Figure 1. Cell density map.
Bar = 20 um. The die is cut into 9 by 9 equal tiles; white is low, dark blue is high, 0 to 100% covered.
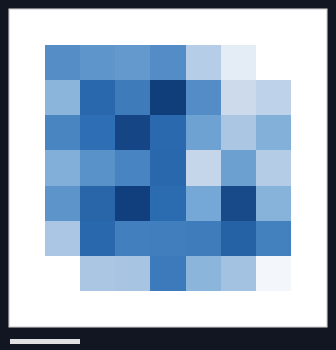
Figure 2. Register map, names as in the netlist.
Bar = 20 um. Other sequential cells in the stronger grey, the rest of the logic in the fainter grey.
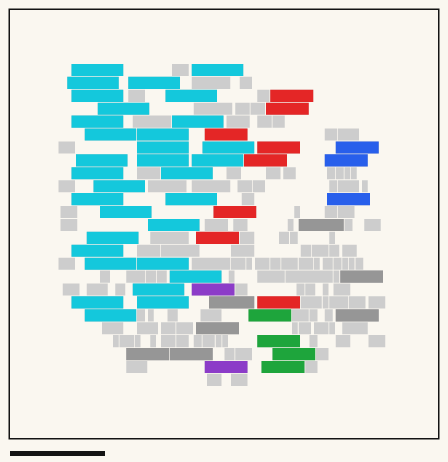
Figure 3. Power grid.
Bar = 20 um. Pins as bars on the die edge. Tap cells in grey.
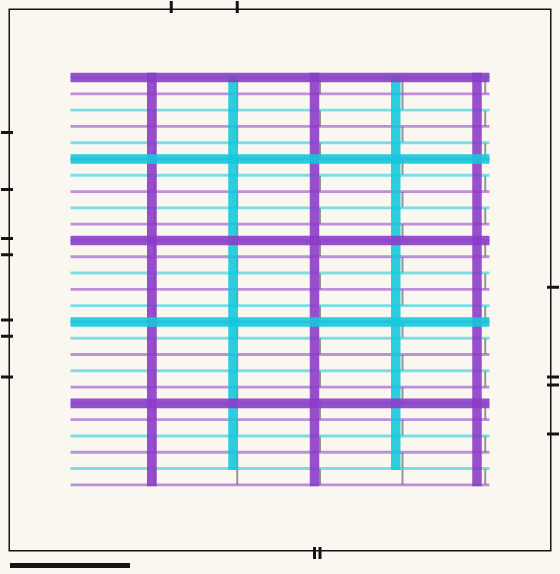
Figure 4. Port wiring.
Bar = 20 um.
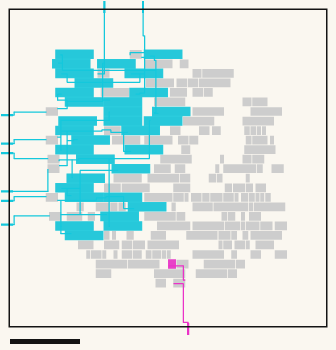
File: src/rtl/uart_tx_buffer.sv
// uart_tx_buffer: circular FIFO feeding a UART serializer (start, NB_DATA data bits LSB first, optional even parity, stop).
//   Ports: clk      - rising-edge clock
//          reset    - asynchronous active-low reset
//          s_tick   - 16x oversampled baud tick, one clk wide
//          wr_tx    - write strobe, accepted only while tx_full is low
//          data_tx  - word written on wr_tx
//          tx_full  - FIFO full (registered)
//          tx_busy  - serializer active or FIFO non-empty
//          tx       - registered serial output, idle high
//   Macro TX_PARITY_EN adds an even-parity bit between the data bits and the stop bit.
module uart_tx_buffer #(
    parameter int NB_DATA  = 8,
    parameter int NB_ADDR  = 2,
    parameter int SB_TICKS = 16
) (
    input  logic               clk,
    input  logic               reset,
    input  logic               s_tick,
    input  logic               wr_tx,
    input  logic [NB_DATA-1:0] data_tx,
    output logic               tx_full,
    output logic               tx_busy,
    output logic               tx
);
    localparam int DEPTH = 2 ** NB_ADDR;
    localparam int NS = $clog2(SB_TICKS > 16 ? SB_TICKS : 16);
    localparam int NN = NB_DATA > 1 ? $clog2(NB_DATA) : 1;
    localparam logic [NS-1:0] TICK_LAST = NS'(15);
    localparam logic [NS-1:0] STOP_LAST = NS'(SB_TICKS - 1);
    localparam logic [NS-1:0] TICK_ONE = NS'(1);
    localparam logic [NN-1:0] BIT_LAST = NN'(NB_DATA - 1);
    localparam logic [NN-1:0] BIT_ONE = NN'(1);
    localparam logic [NB_ADDR-1:0] PTR_ONE = NB_ADDR'(1);

`ifdef TX_PARITY_EN
    typedef enum logic [2:0] {IDLE, START, DATA, PARITY, STOP} state_t;
    logic par, par_n;
`else
    typedef enum logic [1:0] {IDLE, START, DATA, STOP} state_t;
`endif

    logic [NB_DATA-1:0] mem [DEPTH];
    logic [NB_ADDR-1:0] wr_ptr, rd_ptr;
    logic               full, empty, push, pop;

    state_t             state, state_n;
    logic [NS-1:0]      s_cnt, s_cnt_n;
    logic [NN-1:0]      n_cnt, n_cnt_n;
    logic [NB_DATA-1:0] b, b_n;
    logic               tx_n;

    assign push    = wr_tx & ~full;
    assign tx_full = full;
    assign tx_busy = (state != IDLE) | ~empty;

    always_ff @(posedge clk) begin
        if (push) mem[wr_ptr] <= data_tx;
    end

    // Full/empty are registered and only change on an unbalanced push or pop.
    always_ff @(posedge clk or negedge reset) begin
        if (!reset) begin
            wr_ptr <= '0;
            rd_ptr <= '0;
            full   <= 1'b0;
            empty  <= 1'b1;
        end else begin
            if (push) wr_ptr <= wr_ptr + PTR_ONE;
            if (pop) rd_ptr <= rd_ptr + PTR_ONE;
            if (push && !pop) begin
                empty <= 1'b0;
                full  <= (wr_ptr + PTR_ONE) == rd_ptr;
            end else if (pop && !push) begin
                full  <= 1'b0;
                empty <= (rd_ptr + PTR_ONE) == wr_ptr;
            end
        end
    end

    always_ff @(posedge clk or negedge reset) begin
        if (!reset) begin
            state <= IDLE;
            s_cnt <= '0;
            n_cnt <= '0;
            b     <= '0;
            tx    <= 1'b1;
`ifdef TX_PARITY_EN
            par   <= 1'b0;
`endif
        end else begin
            state <= state_n;
            s_cnt <= s_cnt_n;
            n_cnt <= n_cnt_n;
            b     <= b_n;
            tx    <= tx_n;
`ifdef TX_PARITY_EN
            par   <= par_n;
`endif
        end
    end

    always_comb begin
        state_n = state;
        s_cnt_n = s_cnt;
        n_cnt_n = n_cnt;
        b_n     = b;
        pop     = 1'b0;
`ifdef TX_PARITY_EN
        par_n   = par;
`endif
        case (state)
            IDLE: begin
                if (!empty) begin
                    pop     = 1'b1;
                    b_n     = mem[rd_ptr];
                    s_cnt_n = '0;
                    state_n = START;
`ifdef TX_PARITY_EN
                    par_n   = ^mem[rd_ptr];
`endif
                end
            end
            START: begin
                if (s_tick) begin
                    if (s_cnt == TICK_LAST) begin
                        s_cnt_n = '0;
                        n_cnt_n = '0;
                        state_n = DATA;
                    end else begin
                        s_cnt_n = s_cnt + TICK_ONE;
                    end
                end
            end
            DATA: begin
                if (s_tick) begin
                    if (s_cnt == TICK_LAST) begin
                        s_cnt_n = '0;
                        b_n     = b >> 1;
                        if (n_cnt == BIT_LAST) begin
`ifdef TX_PARITY_EN
                            state_n = PARITY;
`else
                            state_n = STOP;
`endif
                        end else begin
                            n_cnt_n = n_cnt + BIT_ONE;
                        end
                    end else begin
                        s_cnt_n = s_cnt + TICK_ONE;
                    end
                end
            end
`ifdef TX_PARITY_EN
            PARITY: begin
                if (s_tick) begin
                    if (s_cnt == TICK_LAST) begin
                        s_cnt_n = '0;
                        state_n = STOP;
                    end else begin
                        s_cnt_n = s_cnt + TICK_ONE;
                    end
                end
            end
`endif
            STOP: begin
                if (s_tick) begin
                    if (s_cnt == STOP_LAST) begin
                        s_cnt_n = '0;
                        state_n = IDLE;
                    end else begin
                        s_cnt_n = s_cnt + TICK_ONE;
                    end
                end
            end
            default: state_n = IDLE;
        endcase
        // tx follows the next state so the line changes on the same edge as the FSM.
`ifdef TX_PARITY_EN
        tx_n = (state_n == START) ? 1'b0 : (state_n == DATA) ? b_n[0] : (state_n == PARITY) ? par_n : 1'b1;
`else
        tx_n = (state_n == START) ? 1'b0 : (state_n == DATA) ? b_n[0] : 1'b1;
`endif
    end
endmodule

File: config.mk
export PLATFORM = sky130hd
export DESIGN_NAME = uart_tx_buffer
export DESIGN_NICKNAME = d
export VERILOG_FILES = /design/src/rtl/uart_tx_buffer.sv
export SDC_FILE = /design/constraint.sdc
export NUM_CORES = 1
export LEC_CHECK = 0
export ABC_CLOCK_PERIOD_IN_PS = 5500
export CAP_MARGIN = 20
export CORE_MARGIN = 10
export CORE_UTILIZATION = 50
export CTS_CLUSTER_DIAMETER = 80
export DETAILED_ROUTE_END_ITERATION = 8
export HOLD_SLACK_MARGIN = 0.12
export PLACE_DENSITY = 0.69
export SLEW_MARGIN = 10
export SYNTH_ARGS = -nofsm -noshare
export SYNTH_HDL_FRONTEND = slang
export SYNTH_SLANG_ARGS = --single-unit
File: constraint.sdc
create_clock -name clk -period 5.5 [get_ports clk]
set_input_delay 1.375 -clock clk [delete_from_list [all_inputs] [get_ports clk]]
set_output_delay 1.375 -clock clk [all_outputs]
set_load 0.02 [all_outputs]
==> results.toml <==
# implementation run metrics
[layout]
syn_to_final_growth_pct = 12.3
stdcell_count = 248
clkbuf_count = 5
comb-cell-share_pct = 30.6
inv_count = 5
drive_above_1_share_pct = 14.4
mi_logic_area_um2 = 846
largestClassByArea = "registers"
largest_register_ffs = 32
n_antenna_cell = 0

[global_routing]
grt_overflow = 0
grt_pass1_wl_mm = 7.51
grt_max_degree = 25
grt_pass1_vias = 1545

[power_and_ir_drop]
powerDensity_mw_per_mm2 = 448
power.net_switching_uw = 399
p_sw_share_pct = 32.3
intPower_uw = 838
clkPwrFrac_pct = 18.5

[sta]
period_needed_ns = 3.18
setup_ws_ns = 2.32
setup_viol = 0
timing.fmax_ghz = 0.315
slew_viol_final = 0

[routing]
drc = 0
via_count = 1377
ant_nets = 0
dr.pass1.iters = 4
viasPerCell = 5.55

[yosys]
synthAoiAreaFrac_pct = 11.4
ys_sh_simple_pct = 7.83
synth.yosys.seq_area_share_pct = 63.5
mux_share_pct = 8.54
post_synth_instance_area_mm2 = 0.00246
adder_share_pct = 4.07
ys_seq_elements = 56
synthCells = 164
synthTopCellsByArea = "edfxtp_1 (39%), dfrtp_1 (22%), mux4_2 (7.3%)"
ff_type = "edfxtp_1"
async_flop_share_pct = 42.9

[floorplan]
placementRows = 25
die_area_mm2 = 0.00813
fp-utilization_pct = 51.8
tap_cells = 67

[critical_path]
crit_start = "state[1]"
cp_cell_sequence = "nor2_1 > nand2_1 > clkdlybuf4s50_1"
timing.rr.start = "rd_ptr[0]"
critPathKind = "reg2out"
end_kind = "output port"
reg2reg_depth = 4
startpoint_type = "flip-flop"
crit_slowest_cell = "clkdlybuf4s50_1"

[hold_path]
min_to = "b[6]"
min-delay-start = "b[6]"
hold_class = "reg2reg"

[clock_tree]
cts_max_path_buffers = 2
cts_resized = 0
clkTransAtPathRegs_ns = 0.10
clk_latency_ns = 0.30
cts_sinks = 56

[outcome]
status = "complete, no violations"

[placement]
pre_cts_ws_ns = 2.40

[flow_run]
tool_warnings = 29
About Figure 1:
14% of the tiles are over 75% full. The emptiest ninth of the die: upper right. The fullest tile reaches 94%.

About Figure 2:
Key: `mem` = cyan [placed flops 32]; `rd_ptr` = purple [placed flops 2]; `s_cnt` = green [placed flops 4]; `n_cnt` = blue [placed flops 3]; `b` = red [placed flops 8]

About Figure 3:
Key: VDD = cyan; VSS = purple
The core has 25 rows. 5 straps on met5.
Peak VDD IR: 0.223 mV
Die W: 90.2 um
die height: 90.2 um
core area: 0.00475 mm^2

About Figure 4:
Key: `wr_tx` = magenta [bits 1, direction input, edge bottom, end cells 1, buffers 1, wire 24.5 um]; `data_tx` = cyan [bits 8, direction input, edge 6 left, 2 top, end cells 32, buffers 8, wire 458 um]

==> layout by cell type, fill, tap and decap left out, drive strengths merged, types with 2 or more instances in the layout <==
| cell type | netlist | routed |
|---|---|---|
| a21o | 7 | 7 |
| a21oi | 4 | 4 |
| a22o | 7 | 7 |
| a22oi | 2 | 2 |
| and2 | 6 | 6 |
| clkbuf | 3 | 5 |
| clkdlybuf4s50 | 0 | 14 |
| dfrtp | 22 | 22 |
| dfstp | 2 | 2 |
| edfxtp | 32 | 32 |
| ha | 8 | 8 |
| inv | 5 | 6 |
| mux2i | 3 | 3 |
| mux4 | 8 | 8 |
| nand2 | 13 | 13 |
| nor2 | 4 | 4 |
| nor2b | 2 | 2 |
| nor3 | 3 | 3 |
| o21ai | 7 | 7 |
| o31ai | 2 | 2 |
| or2 | 2 | 2 |
| xnor2 | 5 | 5 |
| xor2 | 2 | 2 |
==> per-layer routing <==
layer  GRT usage [%]  share of wire [%]  routed length, um
met1            13.9                 46               1900
met2            18.3                 49               2040
met3            2.99                3.5                146
met4            3.45               0.92                 38
met5               0                  0                  0
==> worst max-delay path by stage <==
stage	end
floorplan	tx
global placement	tx
detailed placement	tx
CTS	tx_busy
global route	tx_busy
finish	tx_busy
==> metrics by stage <==
| stage | cell area [um^2] | hold slack, ns | util, % | total power, mW |
|---|---|---|---|---|
| after floorplan | 2460 | 0.449 | - | 0.925 |
| after global placement | 2650 | 0.464 | 55.8 | 0.993 |
| after detailed placement | 2650 | 0.472 | 55.8 | 1.02 |
| after CTS | 2750 | 0.496 | 57.8 | 1.25 |
| after global routing | 2760 | 0.528 | 58.1 | 1.33 |
| final | 2760 | 0.497 | 58.1 | 1.24 |
No activity file was given, so power comes from the tool's default toggle rates.
